==> config.mk <==
export PLATFORM = sky130hd
export DESIGN_NAME = fifo_wr_serializer_flat
export DESIGN_NICKNAME = d
export VERILOG_FILES = /design/src/rtl/fifo_pkg.sv /design/src/rtl/fifo_wr_serializer_if.sv /design/src/rtl/fifo_wr_serializer.sv /design/src/flat_wrapper.sv
export SDC_FILE = /design/constraint.sdc
export NUM_CORES = 1
export LEC_CHECK = 0
export ABC_AREA = 1
export CAP_MARGIN = 20
export CORE_AREA = 10 10 79 132
export CTS_BUF_LIST = sky130_fd_sc_hd__clkbuf_4
export DETAILED_ROUTE_END_ITERATION = 6
export DIE_AREA = 0 0 89 142
export PLACE_DENSITY = 0.69
export SLEW_MARGIN = 10
export SYNTH_ARGS = -nofsm -noshare
export SYNTH_HDL_FRONTEND = slang
export SYNTH_SLANG_ARGS = --single-unit
export TNS_END_PERCENT = 20
==> constraint.sdc <==
create_clock -name wclk -period 2 [get_ports wclk]
set_clock_uncertainty 0.05 [all_clocks]
set_input_delay 0.4 -clock wclk [delete_from_list [all_inputs] [get_ports wclk]]
set_output_delay 0.4 -clock wclk [all_outputs]
set_load 0.02 [all_outputs]
==> src/rtl/fifo_pkg.sv <==
// Shared definitions for the async FIFO write-side blocks.
package fifo_pkg;

  typedef enum logic {
    WS_IDLE = 1'b0,
    WS_SEND = 1'b1
  } wser_state_t;

endpackage

==> src/rtl/fifo_wr_serializer_if.sv <==
// Word stream in and FIFO write port out of the write-side serializer.
// master = word source plus FIFO side; slave = the serializer.
interface fifo_wr_serializer_if #(
  parameter int DSIZE = 8,
  parameter int RATIO = 4
);
  localparam int IN_W  = DSIZE * RATIO;
  localparam int LEN_W = $clog2(RATIO);

  logic             s_valid;
  logic             s_ready;
  logic [IN_W-1:0]  s_data;
  logic [LEN_W-1:0] s_len;
  logic [DSIZE-1:0] wdata;
  logic             winc;
  logic             wfull;

  modport master (
    output s_valid, s_data, s_len, wfull,
    input  s_ready, wdata, winc
  );

  modport slave (
    input  s_valid, s_data, s_len, wfull,
    output s_ready, wdata, winc
  );
endinterface

==> src/rtl/fifo_wr_serializer.sv <==
// Serializes wide words into DSIZE-bit beats on the FIFO write port, stalling
// on wfull without losing or repeating beats.
module fifo_wr_serializer
  import fifo_pkg::*;
#(
  parameter int DSIZE     = 8,
  parameter int RATIO     = 4,
  parameter int MSB_FIRST = 0,
  parameter int CNT_W     = 16
) (
  input  logic                 wclk,
  input  logic                 wrst_n,
  fifo_wr_serializer_if.slave  bus,
  output logic                 busy,
  output logic [CNT_W-1:0]     beat_cnt,
  output logic [CNT_W-1:0]     stall_cnt
);

  localparam int IN_W  = DSIZE * RATIO;
  localparam int LEN_W = $clog2(RATIO);
  localparam int REM_W = LEN_W + 1;
  localparam logic [REM_W-1:0] REM_FULL = REM_W'(RATIO);
  localparam logic [REM_W-1:0] REM_ONE  = REM_W'(1);

  wser_state_t      state_q, state_d;
  logic [IN_W-1:0]  hold_q, hold_d;
  logic [REM_W-1:0] rem_q, rem_d;
  logic [CNT_W-1:0] beat_cnt_q, stall_cnt_q;
  logic             ready;
  logic             sending;
  logic             beat_fire;
  logic             stall;

  // A length field of zero stands for a full word of RATIO beats.
  function automatic logic [REM_W-1:0] len_to_rem(input logic [LEN_W-1:0] len);
    return (len == '0) ? REM_FULL : REM_W'(len);
  endfunction

  function automatic logic [IN_W-1:0] shift_out(input logic [IN_W-1:0] word);
    return (MSB_FIRST != 0) ? (word << DSIZE) : (word >> DSIZE);
  endfunction

  assign sending   = (state_q == WS_SEND);
  assign beat_fire = sending && !bus.wfull;
  assign stall     = sending && bus.wfull;

  // NOTE: every signal written here gets a default first, so no path leaves
  // it unassigned and no latch is inferred.
  always_comb begin
    state_d = state_q;
    hold_d  = hold_q;
    rem_d   = rem_q;
    ready   = 1'b0;
    unique case (state_q)
      WS_IDLE: begin
        ready = 1'b1;
        if (bus.s_valid) begin
          hold_d  = bus.s_data;
          rem_d   = len_to_rem(bus.s_len);
          state_d = WS_SEND;
        end
      end
      WS_SEND: begin
        ready = (rem_q == REM_ONE) && !bus.wfull;
        if (!bus.wfull) begin
          if (rem_q == REM_ONE) begin
            // Last beat leaves this cycle: reload for zero-bubble or go idle.
            if (bus.s_valid) begin
              hold_d = bus.s_data;
              rem_d  = len_to_rem(bus.s_len);
            end else begin
              state_d = WS_IDLE;
            end
          end else begin
            hold_d = shift_out(hold_q);
            rem_d  = rem_q - REM_ONE;
          end
        end
      end
      default: state_d = WS_IDLE;
    endcase
  end

  // NOTE: sequential state uses non-blocking assignments so every register
  // samples the pre-edge values regardless of statement order.
  always_ff @(posedge wclk or negedge wrst_n) begin
    if (!wrst_n) begin
      state_q <= WS_IDLE;
      rem_q   <= '0;
      // NOTE: the hold register is a datapath register but it is reset too,
      // because wdata is read straight from it and must be 0 during reset.
      hold_q  <= '0;
    end else begin
      state_q <= state_d;
      rem_q   <= rem_d;
      hold_q  <= hold_d;
    end
  end

  always_ff @(posedge wclk or negedge wrst_n) begin
    if (!wrst_n) begin
      beat_cnt_q  <= '0;
      stall_cnt_q <= '0;
    end else begin
      if (beat_fire) beat_cnt_q <= beat_cnt_q + CNT_W'(1);
      if (stall && (stall_cnt_q != '1)) stall_cnt_q <= stall_cnt_q + CNT_W'(1);
    end
  end

  // s_ready is the only combinational input-to-output path (from wfull).
  assign bus.s_ready = ready && wrst_n;
  assign bus.winc    = sending;
  assign bus.wdata   = (MSB_FIRST != 0) ? hold_q[IN_W-1 -: DSIZE] : hold_q[DSIZE-1:0];
  assign busy        = sending;
  assign beat_cnt    = beat_cnt_q;
  assign stall_cnt   = stall_cnt_q;

endmodule
==> src/flat_wrapper.sv <==
// flat-port wrapper written by rule: the top's interface ports become plain ports
module fifo_wr_serializer_flat import fifo_pkg::*;
#(
  parameter int DSIZE     = 8,
  parameter int RATIO     = 4,
  parameter int MSB_FIRST = 0,
  parameter int CNT_W     = 16
)
  (wclk, wrst_n, busy, beat_cnt, stall_cnt, bus_s_valid, bus_s_data, bus_s_len, bus_wfull, bus_s_ready, bus_wdata, bus_winc);
  fifo_wr_serializer_if #(.DSIZE(DSIZE), .RATIO(RATIO)) bus_i ();
  input  logic wclk;
  input  logic wrst_n;
  output logic busy;
  output logic [CNT_W-1:0] beat_cnt;
  output logic [CNT_W-1:0] stall_cnt;
  input wire logic [$bits(bus_i.s_valid)-1:0] bus_s_valid;
  input wire logic [$bits(bus_i.s_data)-1:0] bus_s_data;
  input wire logic [$bits(bus_i.s_len)-1:0] bus_s_len;
  input wire logic [$bits(bus_i.wfull)-1:0] bus_wfull;
  output wire logic [$bits(bus_i.s_ready)-1:0] bus_s_ready;
  output wire logic [$bits(bus_i.wdata)-1:0] bus_wdata;
  output wire logic [$bits(bus_i.winc)-1:0] bus_winc;
  assign bus_i.s_valid = bus_s_valid;
  assign bus_i.s_data = bus_s_data;
  assign bus_i.s_len = bus_s_len;
  assign bus_i.wfull = bus_wfull;
  assign bus_s_ready = bus_i.s_ready;
  assign bus_wdata = bus_i.wdata;
  assign bus_winc = bus_i.winc;
  fifo_wr_serializer #(.DSIZE(DSIZE), .RATIO(RATIO), .MSB_FIRST(MSB_FIRST), .CNT_W(CNT_W)) u_core (.wclk(wclk), .wrst_n(wrst_n), .bus(bus_i), .busy(busy), .beat_cnt(beat_cnt), .stall_cnt(stall_cnt));
endmodule
registers.png
Other sequential cells in the stronger gray, the rest of the logic in the fainter gray.
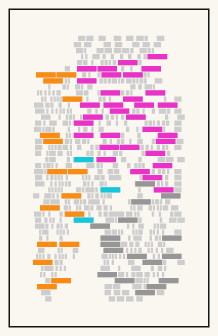
legend:
  orange:
    netlist_name: u_core.stall_cnt
    placed_flops: 16
  cyan:
    netlist_name: u_core.rem_q
    placed_flops: 3
  magenta:
    netlist_name: u_core.hold_q
    placed_flops: 32
not colored: 17
sequential share of cell area: 36.9%
Power Sequential: 2200 µW
Reg area: 1700 µm²
Final Util: 56.3%

final_placement.png
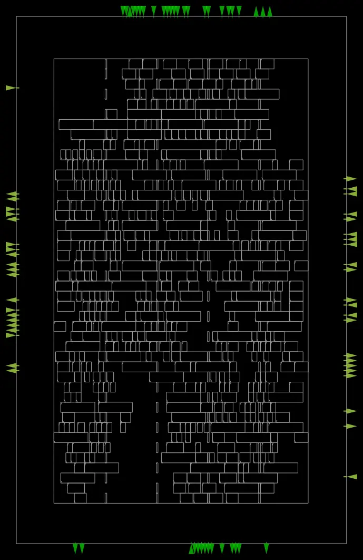
Seq Cell Count: 68
Final Non-Filler Cells: 640

wire_density.png
18 x 28 tiles, from black (low) to pale yellow (high), scaled to the fullest tile. Values are wire area over tile area, all layers added.
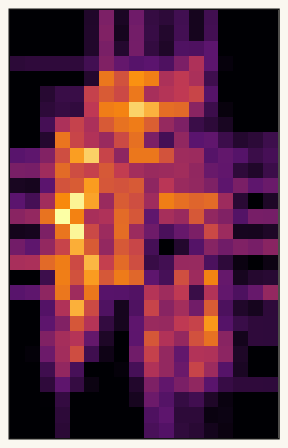
tiles over half the peak: 20%
emptiest ninth of the die: top right
densest ninth of the die: left middle
mean over tiles: 0.12

==> CHANGELOG.md <==
### Implementation results

* Setup crit end kind: output port
* Critical path buffers and inverters at 1
* Maximum buffer depth of the clock tree at 2
* CTS buffer count at 9
* Yosys chip area at 3640 µm²
* Worst-path clk slew at 0.11 ns
* Worst Hold Class: input port to async pin
* XOR Share, Synth at 3.37%
* Count leader, synth: nand2_1
* Ports at between 80 and 90
* Starting DRC count in detailed routing at around 210
* FF-to-FF path depth at 9
* Vias post-DR at 3313
* Max Cap Violations at 0
* Crit path DAT at 1.49 ns
* Largest cell class by area: registers
* Floorplan Nets at 503
* Port Buffers at about 80
* WL met2 at between 5 and 6 mm
* Power Total at 5080 µW
* Clkbuf count at 11
* CTS Sinks at 68
* Grt peak-use layer: met2
* Status: finished, final reports clean
* RSZ-0062 raised after global routing: yes
* Endpoints failing hold at 0
* Yosys simple share at between 30% and 40%
* Kind of critical path: register to output port
* Area Overhead vs Synth at 26.8%
* Combinational gates at 322
* Fin crit period at 1.94 ns
* Non-clk bufs at around 96
* Most numerous logic cells after layout: nand2_1 (111), nor3_1 (71), dfrtp_1 (68)
* Main area contributors: dfrtp_1 (47%), nand2_1 (11%), nor3_1 (9.8%)
* Clk_lat worst skew at 0.42 ns
* Synthesized area at roughly 3600 µm²
* Die Ht at about 140 µm
* CTS resizes at 17
* Met2 Use GR at a little over a quarter
* Largest register by flop count: u_core.hold_q
* Routability cong. at 0.875
* # Cells Yosys at 461
* Cell Type Count at 29
* Top-area cell share at 46.8%
* Registers, synthesis at 68
* Setup Viol. Count Final at 0
* M1 wire length at about 3.7 mm
* Fmax at 0.517 GHz
* Signal buf overhead at roughly 20%
* Post-CTS Setup Inserts at 0
* Leakage at between 0.002 and 0.0025 µW
* Top cell excl fill/tap: nand2_1
* DR vias/cell at 5.18
* FP Util at between 40% and 50%
* Gr usage total at 15.9%
* Met3 usage at 4.19%
* VDD IR max at 0.646 mV
* Chip Footprint at between 10000 and 15000 µm²
* Final Max Slew Viols at 0
* Num tapcells at between 90 and 100
* Drt wl/cell at approximately 15 µm
* Slew @ Worst Pin at 0.866 ns
* CTS tree: done
* DR WL met3 at 564 µm
* DR DRC count at 0
* Comb area leader: simple AND/OR/NAND/NOR gates
* Adder Share, Synth at 1.38%
* Critical path depth at 1
* Vias in the first global route at roughly 3.4k
* Combinational fraction of design power at 41.8%
* Power per cell area at 1100 nW/µm²
* Logic area at between 1500 and 2000 µm²
* AND-OR/OR-AND Cells, Area Fraction at roughly 3.9%
* Clk root buf: clkbuf_4
* Count of tool warnings at 28
* Net switching power at roughly 2000 µW
* Dominant flop cell: dfrtp_1
* Mux share at 0%
* WL final at slightly below 10 mm
* # diodes at 0
* Pint at between 3000 and 4000 µW
* Sequential Power Share at 43.2%
* Met1 usage at 16.9%
## power groups by stage
| stage | clock, µW | sequential [µW] | combinational (µW) |
|---|---|---|---|
| 6_report | 762 | 2200 | 2120 |
| 3_3_place_gp | 0 | 2210 | 2140 |
| 3_5_place_dp | 0 | 2220 | 2180 |
| 5_1_grt | 840 | 2260 | 2370 |
| 4_1_cts | 797 | 2200 | 2150 |
| 2_1_floorplan | 0 | 2340 | 1290 |
## through the flow
stage               std cells  TNS [ns]  hold WS (ns)  cell area [µm²]  worst slack [ns]
floorplan                 461         0        0.0544             3640             0.310
global placement          624    -0.329         0.427             4490            -0.329
detailed placement        624    -0.316         0.436             4490            -0.316
CTS                       640         0         0.150             4590           0.00651
global route              640   -0.0209         0.214             4620           -0.0209
finish                    640         0         0.140             4620            0.0645
Power and IR drop assume default switching activity.
